$ cat config.mk
export PLATFORM = sky130hd
export DESIGN_NAME = membus_ctrl_flat
export DESIGN_NICKNAME = d
export VERILOG_FILES = /design/src/rtl/membus_pkg.sv /design/src/rtl/membus_if.sv /design/src/rtl/membus_timer.sv /design/src/rtl/membus_ctrl.sv /design/src/flat_wrapper.sv
export SDC_FILE = /design/constraint.sdc
export NUM_CORES = 1
export LEC_CHECK = 0
export ABC_AREA = 0
export CAP_MARGIN = 30
export CORE_ASPECT_RATIO = 0.6
export CORE_MARGIN = 2
export CORE_UTILIZATION = 42
export DETAILED_ROUTE_END_ITERATION = 7
export PLACE_DENSITY = 0.81
export RECOVER_POWER = 50
export SLEW_MARGIN = 20
export SYNTH_ARGS = -nofsm -noshare
export SYNTH_HDL_FRONTEND = slang
export SYNTH_SLANG_ARGS = --single-unit
$ cat constraint.sdc
create_clock -name clk -period 2.3 [get_ports clk]
set_input_delay 0.575 -clock clk [delete_from_list [all_inputs] [get_ports clk]]
set_output_delay 0.575 -clock clk [all_outputs]
set_load 0.1 [all_outputs]
$ cat src/rtl/membus_pkg.sv
// Shared types and defaults for the memory bus cycle sequencer.
// The enums name the sequencer states and the access direction latched in ADDR.
package membus_pkg;

    typedef enum logic [1:0] {
        IDLE   = 2'd0,
        ADDR   = 2'd1,
        ACCESS = 2'd2,
        DONE   = 2'd3
    } membus_state_t;

    typedef enum logic {
        OP_READ  = 1'b0,
        OP_WRITE = 1'b1
    } membus_op_t;

    localparam int unsigned DEF_AW          = 20;
    localparam int unsigned DEF_DW          = 64;
    localparam int unsigned DEF_WAIT_CYCLES = 2;
    localparam int unsigned DEF_TIMEOUT     = 255;

    // A legal request in ADDR names exactly one direction.
    function automatic logic single_req(input logic rd, input logic wr);
        return rd ^ wr;
    endfunction

endpackage

$ cat src/rtl/membus_if.sv
// Arbiter-side strobes plus external memory pins of the bus sequencer.
// slave is the sequencer's view; master is the arbiter/memory side driving it.
interface membus_if
    import membus_pkg::*;
#(
    parameter int unsigned AW = DEF_AW,
    parameter int unsigned DW = DEF_DW
) ();

    logic          i_astb;
    logic          i_rd;
    logic          i_wr;
    logic [AW-1:0] i_addr;
    logic [DW-1:0] i_wdata;
    logic [DW-1:0] o_rdata;
    logic          o_ack;
    logic          o_err;
    logic          o_busy;
    logic [AW-1:0] o_mem_addr;
    logic [DW-1:0] o_mem_wdata;
    logic          o_mem_cs;
    logic          o_mem_oe;
    logic          o_mem_we;
    logic [DW-1:0] i_mem_rdata;
    logic          i_mem_ready;

    modport slave (
        input  i_astb, i_rd, i_wr, i_addr, i_wdata, i_mem_rdata, i_mem_ready,
        output o_rdata, o_ack, o_err, o_busy,
        output o_mem_addr, o_mem_wdata, o_mem_cs, o_mem_oe, o_mem_we
    );

    modport master (
        output i_astb, i_rd, i_wr, i_addr, i_wdata, i_mem_rdata, i_mem_ready,
        input  o_rdata, o_ack, o_err, o_busy,
        input  o_mem_addr, o_mem_wdata, o_mem_cs, o_mem_oe, o_mem_we
    );

endinterface

$ cat src/rtl/membus_timer.sv
// Wait-state down-counter and ready-timeout up-counter for one memory access.
// load restarts both; tick advances them while the access is in flight.
module membus_timer
    import membus_pkg::*;
#(
    parameter int unsigned WAIT_CYCLES = DEF_WAIT_CYCLES,
    parameter int unsigned TIMEOUT     = DEF_TIMEOUT
) (
    input  logic clk,
    input  logic reset,
    input  logic load,
    input  logic tick,
    output logic wait_done,
    output logic timed_out
);

    localparam int unsigned WW = $clog2(WAIT_CYCLES + 1);
    localparam int unsigned TW = $clog2(TIMEOUT + 1);

    logic [WW-1:0] wait_cnt_r;
    logic [TW-1:0] to_cnt_r;

    // Wait count runs down first; only then does the timeout count run up, saturating.
    always_ff @(posedge clk or negedge reset) begin
        if (!reset) begin
            wait_cnt_r <= '0;
            to_cnt_r   <= '0;
        end else if (load) begin
            wait_cnt_r <= WW'(WAIT_CYCLES - 1);
            to_cnt_r   <= '0;
        end else if (tick) begin
            if (wait_cnt_r != '0) begin
                wait_cnt_r <= wait_cnt_r - WW'(1);
            end else if (to_cnt_r != TW'(TIMEOUT)) begin
                to_cnt_r <= to_cnt_r + TW'(1);
            end else begin
                to_cnt_r <= to_cnt_r;
            end
        end else begin
            wait_cnt_r <= wait_cnt_r;
            to_cnt_r   <= to_cnt_r;
        end
    end

    assign wait_done = (wait_cnt_r == '0);
    assign timed_out = (to_cnt_r == TW'(TIMEOUT));

endmodule

$ cat src/rtl/membus_ctrl.sv
// Memory bus cycle sequencer: turns arbiter strobes into timed chip-select /
// output-enable / write-enable cycles with wait states, ready handshake and timeout.
module membus_ctrl
    import membus_pkg::*;
#(
    parameter int unsigned AW          = DEF_AW,
    parameter int unsigned DW          = DEF_DW,
    parameter int unsigned WAIT_CYCLES = DEF_WAIT_CYCLES,
    parameter int unsigned TIMEOUT     = DEF_TIMEOUT
) (
    input  logic     clk,
    input  logic     reset,
    membus_if.slave  bus
);

    membus_state_t state_r;
    membus_op_t    op_r;
    logic [DW-1:0] rdata_r;
    logic          ack_r;
    logic          err_r;
    logic          busy_r;
    logic [AW-1:0] mem_addr_r;
    logic [DW-1:0] mem_wdata_r;
    logic          cs_r;
    logic          oe_r;
    logic          we_r;

    logic          load_s;
    logic          tick_s;
    logic          wait_done_s;
    logic          timed_out_s;

    // Timer restarts on the ADDR->ACCESS hand-off and runs for the whole access.
    always_comb begin
        load_s = 1'b0;
        tick_s = 1'b0;
        if ((state_r == ADDR) && single_req(bus.i_rd, bus.i_wr)) begin
            load_s = 1'b1;
        end else begin
            load_s = 1'b0;
        end
        if (state_r == ACCESS) begin
            tick_s = 1'b1;
        end else begin
            tick_s = 1'b0;
        end
    end

    membus_timer #(
        .WAIT_CYCLES (WAIT_CYCLES),
        .TIMEOUT     (TIMEOUT)
    ) u_timer (
        .clk       (clk),
        .reset     (reset),
        .load      (load_s),
        .tick      (tick_s),
        .wait_done (wait_done_s),
        .timed_out (timed_out_s)
    );

    // Sequencer FSM with registered memory pins, latches and one-cycle ack/err pulses.
    always_ff @(posedge clk or negedge reset) begin
        if (!reset) begin
            state_r     <= IDLE;
            op_r        <= OP_READ;
            rdata_r     <= '0;
            ack_r       <= 1'b0;
            err_r       <= 1'b0;
            busy_r      <= 1'b0;
            mem_addr_r  <= '0;
            mem_wdata_r <= '0;
            cs_r        <= 1'b0;
            oe_r        <= 1'b0;
            we_r        <= 1'b0;
        end else begin
            ack_r <= 1'b0;
            err_r <= 1'b0;
            case (state_r)
                IDLE: begin
                    if (bus.i_astb) begin
                        mem_addr_r <= bus.i_addr;
                        cs_r       <= 1'b1;
                        busy_r     <= 1'b1;
                        state_r    <= ADDR;
                    end else begin
                        state_r    <= IDLE;
                    end
                end
                ADDR: begin
                    if (bus.i_rd && bus.i_wr) begin
                        err_r   <= 1'b1;
                        cs_r    <= 1'b0;
                        busy_r  <= 1'b0;
                        state_r <= IDLE;
                    end else if (bus.i_rd) begin
                        op_r    <= OP_READ;
                        oe_r    <= 1'b1;
                        state_r <= ACCESS;
                    end else if (bus.i_wr) begin
                        op_r        <= OP_WRITE;
                        we_r        <= 1'b1;
                        mem_wdata_r <= bus.i_wdata;
                        state_r     <= ACCESS;
                    end else if (bus.i_astb) begin
                        mem_addr_r <= bus.i_addr;
                    end else begin
                        state_r <= ADDR;
                    end
                end
                ACCESS: begin
                    // Ready is only looked at once the minimum wait has elapsed.
                    if (wait_done_s && bus.i_mem_ready) begin
                        if (op_r == OP_READ) begin
                            rdata_r <= bus.i_mem_rdata;
                        end else begin
                            rdata_r <= rdata_r;
                        end
                        ack_r   <= 1'b1;
                        cs_r    <= 1'b0;
                        oe_r    <= 1'b0;
                        we_r    <= 1'b0;
                        state_r <= DONE;
                    end else if (wait_done_s && timed_out_s) begin
                        err_r   <= 1'b1;
                        cs_r    <= 1'b0;
                        oe_r    <= 1'b0;
                        we_r    <= 1'b0;
                        busy_r  <= 1'b0;
                        state_r <= IDLE;
                    end else begin
                        state_r <= ACCESS;
                    end
                end
                DONE: begin
                    busy_r  <= 1'b0;
                    state_r <= IDLE;
                end
                default: begin
                    cs_r    <= 1'b0;
                    oe_r    <= 1'b0;
                    we_r    <= 1'b0;
                    busy_r  <= 1'b0;
                    state_r <= IDLE;
                end
            endcase
        end
    end

    assign bus.o_rdata     = rdata_r;
    assign bus.o_ack       = ack_r;
    assign bus.o_err       = err_r;
    assign bus.o_busy      = busy_r;
    assign bus.o_mem_addr  = mem_addr_r;
    assign bus.o_mem_wdata = mem_wdata_r;
    assign bus.o_mem_cs    = cs_r;
    assign bus.o_mem_oe    = oe_r;
    assign bus.o_mem_we    = we_r;

endmodule

$ cat src/flat_wrapper.sv
// flat-port wrapper written by rule: the top's interface ports become plain ports
module membus_ctrl_flat import membus_pkg::*;
#(
    parameter int unsigned AW          = DEF_AW,
    parameter int unsigned DW          = DEF_DW,
    parameter int unsigned WAIT_CYCLES = DEF_WAIT_CYCLES,
    parameter int unsigned TIMEOUT     = DEF_TIMEOUT
)
  (clk, reset, bus_i_astb, bus_i_rd, bus_i_wr, bus_i_addr, bus_i_wdata, bus_i_mem_rdata, bus_i_mem_ready, bus_o_rdata, bus_o_ack, bus_o_err, bus_o_busy, bus_o_mem_addr, bus_o_mem_wdata, bus_o_mem_cs, bus_o_mem_oe, bus_o_mem_we);
  membus_if #(.AW(AW), .DW(DW)) bus_i ();
  input  logic clk;
  input  logic reset;
  input wire logic [$bits(bus_i.i_astb)-1:0] bus_i_astb;
  input wire logic [$bits(bus_i.i_rd)-1:0] bus_i_rd;
  input wire logic [$bits(bus_i.i_wr)-1:0] bus_i_wr;
  input wire logic [$bits(bus_i.i_addr)-1:0] bus_i_addr;
  input wire logic [$bits(bus_i.i_wdata)-1:0] bus_i_wdata;
  input wire logic [$bits(bus_i.i_mem_rdata)-1:0] bus_i_mem_rdata;
  input wire logic [$bits(bus_i.i_mem_ready)-1:0] bus_i_mem_ready;
  output wire logic [$bits(bus_i.o_rdata)-1:0] bus_o_rdata;
  output wire logic [$bits(bus_i.o_ack)-1:0] bus_o_ack;
  output wire logic [$bits(bus_i.o_err)-1:0] bus_o_err;
  output wire logic [$bits(bus_i.o_busy)-1:0] bus_o_busy;
  output wire logic [$bits(bus_i.o_mem_addr)-1:0] bus_o_mem_addr;
  output wire logic [$bits(bus_i.o_mem_wdata)-1:0] bus_o_mem_wdata;
  output wire logic [$bits(bus_i.o_mem_cs)-1:0] bus_o_mem_cs;
  output wire logic [$bits(bus_i.o_mem_oe)-1:0] bus_o_mem_oe;
  output wire logic [$bits(bus_i.o_mem_we)-1:0] bus_o_mem_we;
  assign bus_i.i_astb = bus_i_astb;
  assign bus_i.i_rd = bus_i_rd;
  assign bus_i.i_wr = bus_i_wr;
  assign bus_i.i_addr = bus_i_addr;
  assign bus_i.i_wdata = bus_i_wdata;
  assign bus_i.i_mem_rdata = bus_i_mem_rdata;
  assign bus_i.i_mem_ready = bus_i_mem_ready;
  assign bus_o_rdata = bus_i.o_rdata;
  assign bus_o_ack = bus_i.o_ack;
  assign bus_o_err = bus_i.o_err;
  assign bus_o_busy = bus_i.o_busy;
  assign bus_o_mem_addr = bus_i.o_mem_addr;
  assign bus_o_mem_wdata = bus_i.o_mem_wdata;
  assign bus_o_mem_cs = bus_i.o_mem_cs;
  assign bus_o_mem_oe = bus_i.o_mem_oe;
  assign bus_o_mem_we = bus_i.o_mem_we;
  membus_ctrl #(.AW(AW), .DW(DW), .WAIT_CYCLES(WAIT_CYCLES), .TIMEOUT(TIMEOUT)) u_core (.clk(clk), .reset(reset), .bus(bus_i));
endmodule
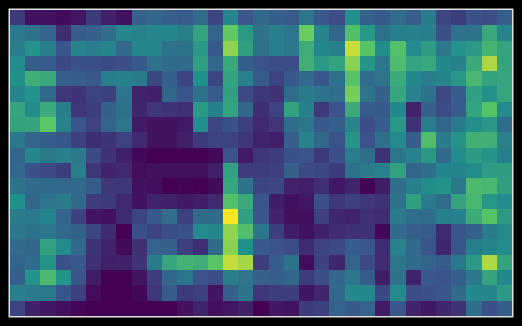
Fig. 1. Routed metal per tile (run 1).
Drawn at 3 px/um. 33 x 20 tiles, from dark purple (low) to yellow (high), scaled to the fullest tile. Values are wire area over tile area, all layers added.
nearly empty tiles: 3.3%
fullest tile: 0.53
tiles over half the peak: 17%
Final Routed Wirelength: 18060 um
WL per Instance: 18.65 um

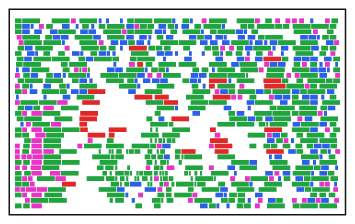
Fig. 2. Cells by drive strength (run 1).
Drawn at 2 px/um.
legend:
  drive 2:
    colour: blue
    cells: 206
    most_used: mux2_2
  drive 1 or less:
    colour: green
    cells: 415
    most_used: dfrtp_1
  drive 6 and up:
    colour: red
    cells: 29
    most_used: clkbuf_16
  drive 3 to 4:
    colour: magenta
    cells: 114
    most_used: buf_4
number of non-clock buffers: 324
fin area: 10060 um^2
Layout area overhead: 49.66%
Final Worst Setup Slack: 0.2298 ns

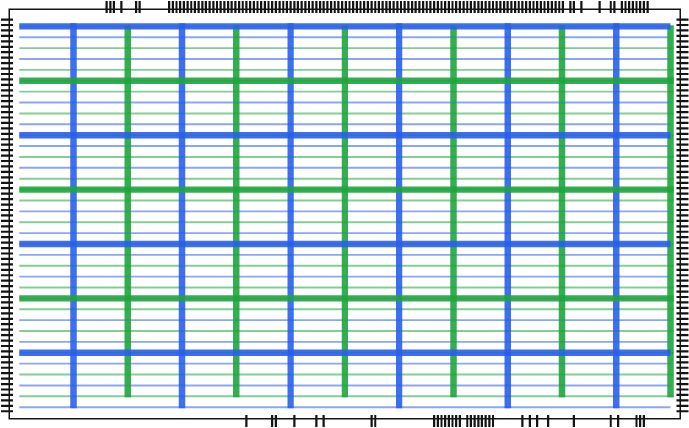
Fig. 3. Supply network (run 1).
Drawn at 4 px/um. Pins as bars on the die edge.
legend:
  VSS:
    colour: blue
  VDD:
    colour: green
met1 rails: 36
rows: 35
met5 straps: 7
die height: 102.0 um
Die X: 167.4 um
Core Footprint: 15500 um^2

==> flow_metrics.env, run 1 <==
# implementation run metrics
export IMPL_status="complete, but fails checks"
export IMPL_violations="design-rule violations"
export IMPL_regArea_um2=4179
export IMPL_use_met2=0.3607
export IMPL_cts_buffers=17
export IMPL_maxSlewHeadroom=0.07478
export IMPL_dp_hpwl_um=13850
export IMPL_io_pins=308
export IMPL_synth_area_yosys_um2=6725
export IMPL_hold_slack_ns=0.4552
export IMPL_final_setup_skew_ns=0.01190
export IMPL_timing_rr_start="u_core.state_r[1]"
export IMPL_dp_slack_ns=-0.1887
export IMPL_sh_seq_area=0.4152
export IMPL_finalSetupViolCount=0
export IMPL_ys_warn_count=0
export IMPL_busiest_layer="met2"
export IMPL_topCombFamilyByArea="multiplexers"
export IMPL_holdCritPathClass="in -> async"
export IMPL_antenna_left=0
export IMPL_postSynthSeqShare=0.6214
export IMPL_rows=35
export IMPL_synthTopCellsByCount="dfrtp_1, mux2_2, mux2_4, nand2_1, inv_1"
export IMPL_grt_max_degree=54
export IMPL_grt_first_pass_wirelength_um=27160
export IMPL_simple_gate_area_frac=0.02977
export IMPL_synth_distinct_cells=41
export IMPL_path_max_fanout=20
export IMPL_startpoint_type="input port"
export IMPL_netlist_area_um2=6725
export IMPL_via_count=4652
export IMPL_fp_nets=590
export IMPL_r2r_end="u_core.bus.o_mem_addr[0]"
export IMPL_xor_share=0.006512
export IMPL_flops=167
export IMPL_worstPathCellList="clkdlybuf4s50_1 -> ha_1 -> nand2b_2 -> o32ai_2 -> nand2_1 -> buf_12 -> mux2_4"
export IMPL_cap_viol_max_count=0
export IMPL_fp_util=0.4338
export IMPL_setup_worst_path_start="bus_i_wr"
export IMPL_cp_num_buf_inv=2
export IMPL_largest_class="registers"
export IMPL_ys_ff=167
export IMPL_viasPerCell=4.806
export IMPL_flop_cell="dfrtp_1"
export IMPL_ys_cells=427
export IMPL_overflow=0
export IMPL_post_cts_buffers=0
export IMPL_placed_area_um2=9714
export IMPL_mostFrequentLayoutCell="dfrtp_1"
export IMPL_cts_root_buf="clkbuf_16"
export IMPL_critical_path_top_delay_family="buffers and inverters"
export IMPL_clk_path_buf_depth=2
export IMPL_drt_pass1_iter_count=6
export IMPL_route_met2_wl_um=9109
export IMPL_slowest_stage="clkdlybuf4s50_1"
export IMPL_top_area_frac=0.6214
export IMPL_grt_use_met1=0.2624
export IMPL_critPathCapture="u_core.bus.o_mem_addr[0]"
export IMPL_comb_area_um2=2352
export IMPL_portBuffers=307
export IMPL_rsz0062_at_grt="no"
export IMPL_layout_top_cells="dfrtp_1, clkdlybuf4s50_1, mux2_2"
export IMPL_routed_top_layer="met4"
export IMPL_yosys_area_share_adder=0.01674
export IMPL_max_stage_delay_ns=0.43
export IMPL_antenna_found_initial=0
export IMPL_crit_required_ns=2.59
export IMPL_warning_count=31
export IMPL_comb_cells=231
export IMPL_drv_slew=0
export IMPL_drt_iter0_drc=205
export IMPL_synth_area_per_cell_um2=15.75
export IMPL_post_cts_resized=0
export IMPL_fin_util=0.6492
export IMPL_fin_tns_setup_ns=0
export IMPL_cp_arrival_ns=2.36
export IMPL_chip_area_um2=17070
export IMPL_tap_cells=203
export IMPL_tightest_slew_ns=1.388
export IMPL_cts_tree="yes"
export IMPL_grt_pass1_vias=4863
export IMPL_fmax_ghz=0.4831
export IMPL_ff2ff_path_depth=7
export IMPL_wl_met3_um=1281
export IMPL_track_usage=0.2091
export IMPL_clock_sinks=167
export IMPL_worstSetupEndpointType="flop"
export IMPL_clk_share=0.05644
export IMPL_drive_gt1_frac=0.4568
export IMPL_holdBufCountCts=0
export IMPL_topCellsByArea="dfrtp_1, mux2_2, mux2_4, ha_1, buf_6"
export IMPL_path_depth=7
export IMPL_mux_share=0.2636
export IMPL_clkLatencyLatePin_ns=0.41
export IMPL_post_synth_top_area_cell="dfrtp_1"
export IMPL_fillers=1157
export IMPL_fin_nets=914
export IMPL_n_antenna_cell=1
export IMPL_nonClkBufAreaFrac=0.2654
export IMPL_gp_congestion=0.8655
export IMPL_drcViolationCount=36
export IMPL_dp_cells=935
export IMPL_wl_met1_um=7347
export IMPL_min_period_over_period=0.9001
export IMPL_inverters=10
export IMPL_min_period_ns=2.070
export IMPL_r2r_slack_ns=0.26
export IMPL_async_flop_share=1.000
export IMPL_comb_share=0.2337
export IMPL_clkbuf_count=19
export IMPL_final_hold_viol_count=0
export IMPL_final_cells=968
export IMPL_aoi_share=0.03274
export IMPL_critPathKind="in -> reg"
export IMPL_synth_top_cell_by_count="dfrtp_1"
==> run 2, diff against run 1 <==
--- a/config.mk
+++ b/config.mk
@@ -11,6 +11,7 @@
 export CORE_MARGIN = 2
 export CORE_UTILIZATION = 42
 export DETAILED_ROUTE_END_ITERATION = 7
+export GPL_ROUTABILITY_DRIVEN = 0
 export PLACE_DENSITY = 0.81
 export RECOVER_POWER = 50
 export SLEW_MARGIN = 20
==> flow_metrics.env, run 2 <==
# implementation run metrics
export IMPL_clk_share=0.05641
export IMPL_wl_um=18120
export IMPL_wire_per_inst_um=18.74
export IMPL_tap_cells=203
export IMPL_holdBufCountCts=0
export IMPL_antenna_found_initial=0
export IMPL_comb_share=0.2336
export IMPL_rows=35
export IMPL_ys_cells=427
export IMPL_setup_worst_path_start="bus_i_rd"
export IMPL_use_met2=0.3645
export IMPL_cts_root_buf="clkbuf_16"
export IMPL_maxSlewHeadroom=0.09214
export IMPL_overflow=0
export IMPL_critPathCapture="u_core.bus.o_mem_addr[7]"
export IMPL_fin_tns_setup_ns=0
export IMPL_aoi_share=0.03274
export IMPL_tightest_slew_ns=1.362
export IMPL_topCombFamilyByArea="multiplexers"
export IMPL_n_antenna_cell=0
export IMPL_timing_rr_start="u_core.state_r[1]"
export IMPL_synth_distinct_cells=41
export IMPL_synth_area_yosys_um2=6725
export IMPL_comb_cells=231
export IMPL_flops=167
export IMPL_min_period_over_period=0.9352
export IMPL_fmax_ghz=0.4649
export IMPL_largest_class="registers"
export IMPL_path_depth=7
export IMPL_post_synth_top_area_cell="dfrtp_1"
export IMPL_top_area_frac=0.6214
export IMPL_ys_ff=167
export IMPL_xor_share=0.006512
export IMPL_routed_top_layer="met4"
export IMPL_simple_gate_area_frac=0.02977
export IMPL_grt_pass1_vias=4948
export IMPL_synthTopCellsByCount="dfrtp_1, mux2_2, mux2_4, nand2_1, inv_1"
export IMPL_chipWidth_um=167.4
export IMPL_track_usage=0.2082
export IMPL_yosys_area_share_adder=0.01674
export IMPL_synth_area_per_cell_um2=15.75
export IMPL_drt_pass1_iter_count=6
export IMPL_dp_hpwl_um=13940
export IMPL_cts_tree="yes"
export IMPL_antenna_left=0
export IMPL_nonClkBufAreaFrac=0.2660
export IMPL_chip_area_um2=17070
export IMPL_layout_top_cells="dfrtp_1, clkdlybuf4s50_1, mux2_2"
export IMPL_worstSetupEndpointType="flop"
export IMPL_startpoint_type="input port"
export IMPL_grt_max_degree=53
export IMPL_dp_cells=935
export IMPL_cts_buffers=17
export IMPL_cap_viol_max_count=0
export IMPL_critPathKind="in -> reg"
export IMPL_clk_path_buf_depth=2
export IMPL_topCellsByArea="dfrtp_1, mux2_2, mux2_4, ha_1, buf_6"
export IMPL_post_cts_resized=0
export IMPL_dp_slack_ns=-0.1640
export IMPL_async_flop_share=1.000
export IMPL_sh_seq_area=0.4150
export IMPL_mux_share=0.2636
export IMPL_status="complete, but fails checks"
export IMPL_hold_slack_ns=0.4189
export IMPL_clock_sinks=167
export IMPL_crit_required_ns=2.59
export IMPL_drive_gt1_frac=0.4607
export IMPL_signal_buffers=324
export IMPL_violations="design-rule violations"
export IMPL_cp_arrival_ns=2.44
export IMPL_warning_count=31
export IMPL_drcViolationCount=18
export IMPL_worstPathCellList="dlygate4sd3_1 -> ha_1 -> nand2b_2 -> o32ai_2 -> nand2_1 -> buf_12 -> mux2_4"
export IMPL_drv_slew=0
export IMPL_r2r_end="u_core.bus.o_mem_addr[7]"
export IMPL_core_um2=15500
export IMPL_via_count=4633
export IMPL_drt_iter0_drc=177
export IMPL_fp_util=0.4338
export IMPL_holdCritPathClass="in -> async"
export IMPL_ys_warn_count=0
export IMPL_wl_met3_um=1371
export IMPL_postSynthSeqShare=0.6214
export IMPL_synth_top_cell_by_count="dfrtp_1"
export IMPL_inverters=10
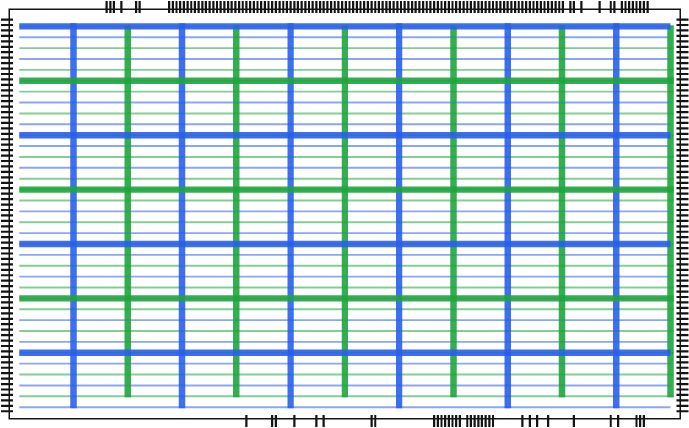
Fig. 4. Supply network (run 2).
Drawn at 4 px/um. Pins as bars on the die edge.
legend:
  VSS:
    colour: blue
  VDD:
    colour: green
met4 straps: 12
rows: 35

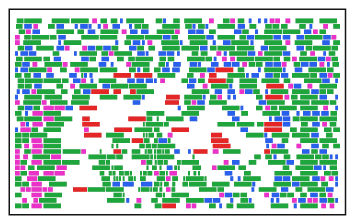
Fig. 5. Cells by drive strength (run 2).
Drawn at 2 px/um.
legend:
  drive 2:
    colour: blue
    cells: 207
    most_used: mux2_2
  drive 3 to 4:
    colour: magenta
    cells: 115
    most_used: buf_4
  drive 1 or less:
    colour: green
    cells: 412
    most_used: dfrtp_1
  drive 6 and up:
    colour: red
    cells: 30
    most_used: clkbuf_16
Final Worst Setup Slack: 0.1491 ns
Layout area overhead: 49.73%
fin area: 10070 um^2

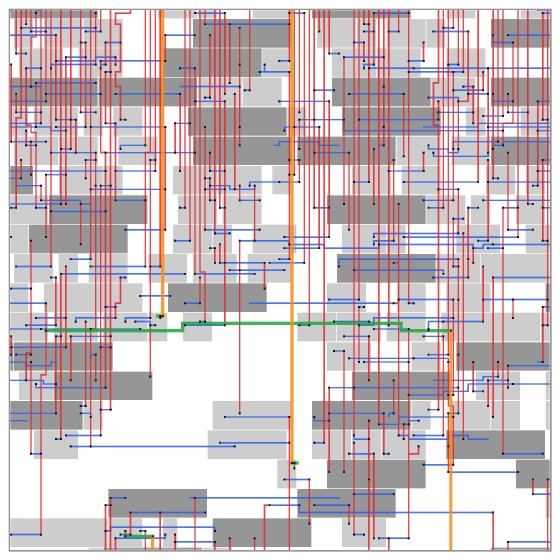
Fig. 6. A small window of the routed layout (run 2).
Region (59, 46) to (109, 96) um. Cells in grey, sequential cells in the stronger grey; small squares are vias.
legend:
  met1:
    colour: blue
  met3:
    colour: green
  met4:
    colour: orange
  met2:
    colour: red
cells with their middle in the window: 118
most frequent: mux2_2 (29), dfrtp_1 (28), clkdlybuf4s50_1 (24)
sequential cells in the window: 28
netlist names of flops here include: u_core.bus.o_rdata (20), u_core.bus.o_mem_wdata (6)

==> run 3, diff against run 2 <==
--- a/config.mk
+++ b/config.mk
@@ -12,6 +12,7 @@
 export CORE_UTILIZATION = 42
 export DETAILED_ROUTE_END_ITERATION = 7
 export GPL_ROUTABILITY_DRIVEN = 0
+export MAX_ROUTING_LAYER = met4
 export PLACE_DENSITY = 0.81
 export RECOVER_POWER = 50
 export SLEW_MARGIN = 20
==> flow_metrics.env, run 3 <==
# implementation run metrics
export IMPL_status="complete, but fails checks"
export IMPL_violations="design-rule violations"
export IMPL_path_depth=7
export IMPL_fp_util=0.4338
export IMPL_worstPathCellList="dlygate4sd3_1 -> ha_1 -> nand2b_2 -> o32ai_2 -> nand2_1 -> buf_12 -> mux2_4"
export IMPL_syn_to_final_growth_pct=49.73
export IMPL_dp_cells=935
export IMPL_largest_class="registers"
export IMPL_chip_area_um2=17070
export IMPL_synth_area_yosys_um2=6725
export IMPL_routed_top_layer="met4"
export IMPL_grt_pass1_vias=4948
export IMPL_chipWidth_um=167.4
export IMPL_comb_share=0.2336
export IMPL_yosys_area_share_adder=0.01674
export IMPL_comb_cells=231
export IMPL_setup_worst_path_start="bus_i_rd"
export IMPL_antenna_found_initial=0
export IMPL_wl_met3_um=1206
export IMPL_layout_top_cells="dfrtp_1, clkdlybuf4s50_1, mux2_2"
export IMPL_nonClkBufAreaFrac=0.2660
export IMPL_worstSetupEndpointType="flop"
export IMPL_ys_ff=167
export IMPL_hold_slack_ns=0.4184
export IMPL_fp_nets=590
export IMPL_cts_buffers=17
export IMPL_regArea_um2=4179
export IMPL_drt_pass1_iter_count=6
export IMPL_mux_share=0.2636
export IMPL_fin_area_um2=10070
export IMPL_simple_gate_area_frac=0.02977
export IMPL_cap_viol_max_count=0
export IMPL_drv_slew=0
export IMPL_ys_cells=427
export IMPL_startpoint_type="input port"
export IMPL_clk_path_buf_depth=2
export IMPL_timing_final_ws_setup_ns=0.1546
export IMPL_maxSlewHeadroom=0.09193
export IMPL_cts_root_buf="clkbuf_16"
export IMPL_cp_arrival_ns=2.44
export IMPL_topCellsByArea="dfrtp_1, mux2_2, mux2_4, ha_1, buf_6"
export IMPL_synth_top_cell_by_count="dfrtp_1"
export IMPL_critPathKind="in -> reg"
export IMPL_topCombFamilyByArea="multiplexers"
export IMPL_n_antenna_cell=0
export IMPL_antenna_left=0
export IMPL_cts_max_level=4
export IMPL_ys_warn_count=0
export IMPL_synth_distinct_cells=41
export IMPL_use_met2=0.3639
export IMPL_xor_share=0.006512
export IMPL_dp_hpwl_um=13940
export IMPL_finalSetupViolCount=0
export IMPL_post_cts_resized=0
export IMPL_min_period_over_period=0.9328
export IMPL_top_area_frac=0.6214
export IMPL_tightest_slew_ns=1.362
export IMPL_fillers=1173
export IMPL_inverters=10
export IMPL_synthTopCellsByCount="dfrtp_1, mux2_2, mux2_4, nand2_1, inv_1"
export IMPL_signal_buffers=324
export IMPL_drive_gt1_frac=0.4607
export IMPL_sh_seq_area=0.4150
export IMPL_clock_sinks=167
export IMPL_synth_area_per_cell_um2=15.75
export IMPL_r2r_end="u_core.bus.o_mem_addr[7]"
export IMPL_overflow=0
export IMPL_fmax_ghz=0.4661
export IMPL_grt_max_degree=53
export IMPL_async_flop_share=1.000
export IMPL_rows=35
export IMPL_holdCritPathClass="in -> async"
export IMPL_mostFrequentLayoutCell="dfrtp_1"
export IMPL_flops=167
export IMPL_dp_slack_ns=-0.1640
export IMPL_cts_tree="yes"
export IMPL_fin_tns_setup_ns=0
export IMPL_enable_flop_cells=0
export IMPL_holdBufCountCts=0
export IMPL_timing_rr_start="u_core.state_r[1]"
export IMPL_aoi_share=0.03274
export IMPL_warning_count=31
export IMPL_drcViolationCount=18
export IMPL_tap_cells=203
export IMPL_post_synth_top_area_cell="dfrtp_1"
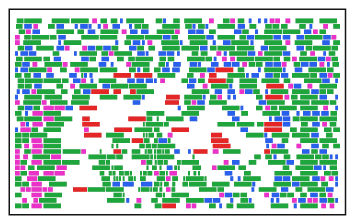
Fig. 7. Cells by drive strength (run 3).
Drawn at 2 px/um.
legend:
  drive 2:
    colour: blue
    cells: 207
    most_used: mux2_2
  drive 1 or less:
    colour: green
    cells: 412
    most_used: dfrtp_1
  drive 6 and up:
    colour: red
    cells: 30
    most_used: clkbuf_16
  drive 3 to 4:
    colour: magenta
    cells: 115
    most_used: buf_4

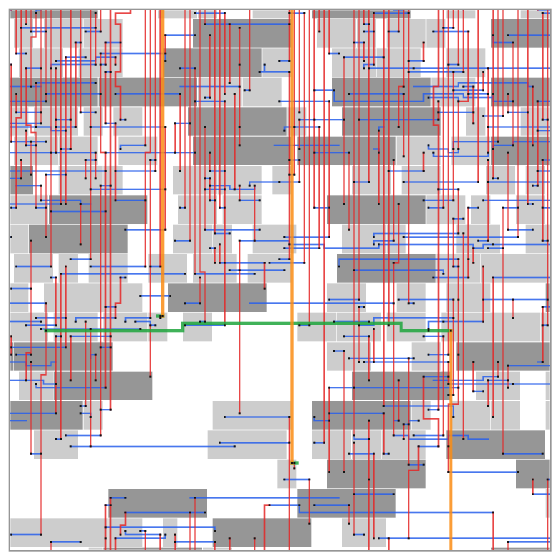
Fig. 8. A small window of the routed layout (run 3).
Region (59, 46) to (109, 96) um. Cells in grey, sequential cells in the stronger grey; small squares are vias.
legend:
  met1:
    colour: blue
  met2:
    colour: red
  met3:
    colour: green
  met4:
    colour: orange
netlist names of flops here include: u_core.bus.o_rdata (20), u_core.bus.o_mem_wdata (6)
sequential cells in the window: 28
cells with their middle in the window: 118
most frequent: mux2_2 (29), dfrtp_1 (28), clkdlybuf4s50_1 (24)

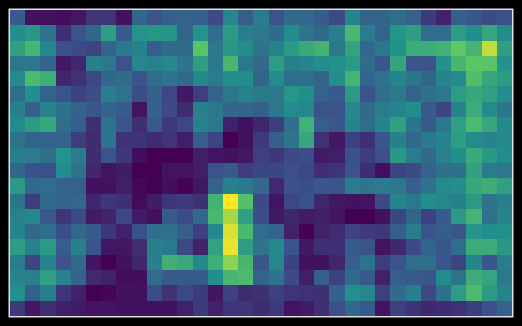
Fig. 9. Routed metal per tile (run 3).
Drawn at 3 px/um. 33 x 20 tiles, from dark purple (low) to yellow (high), scaled to the fullest tile. Values are wire area over tile area, all layers added.
densest ninth of the die: upper right
fullest tile: 0.52
nearly empty tiles: 2.1%
tiles over half the peak: 16%
mean over tiles: 0.17
WL per Instance: 18.74 um
Final Routed Wirelength: 18120 um
GRT Total Usage: 0.2151
via count: 4627

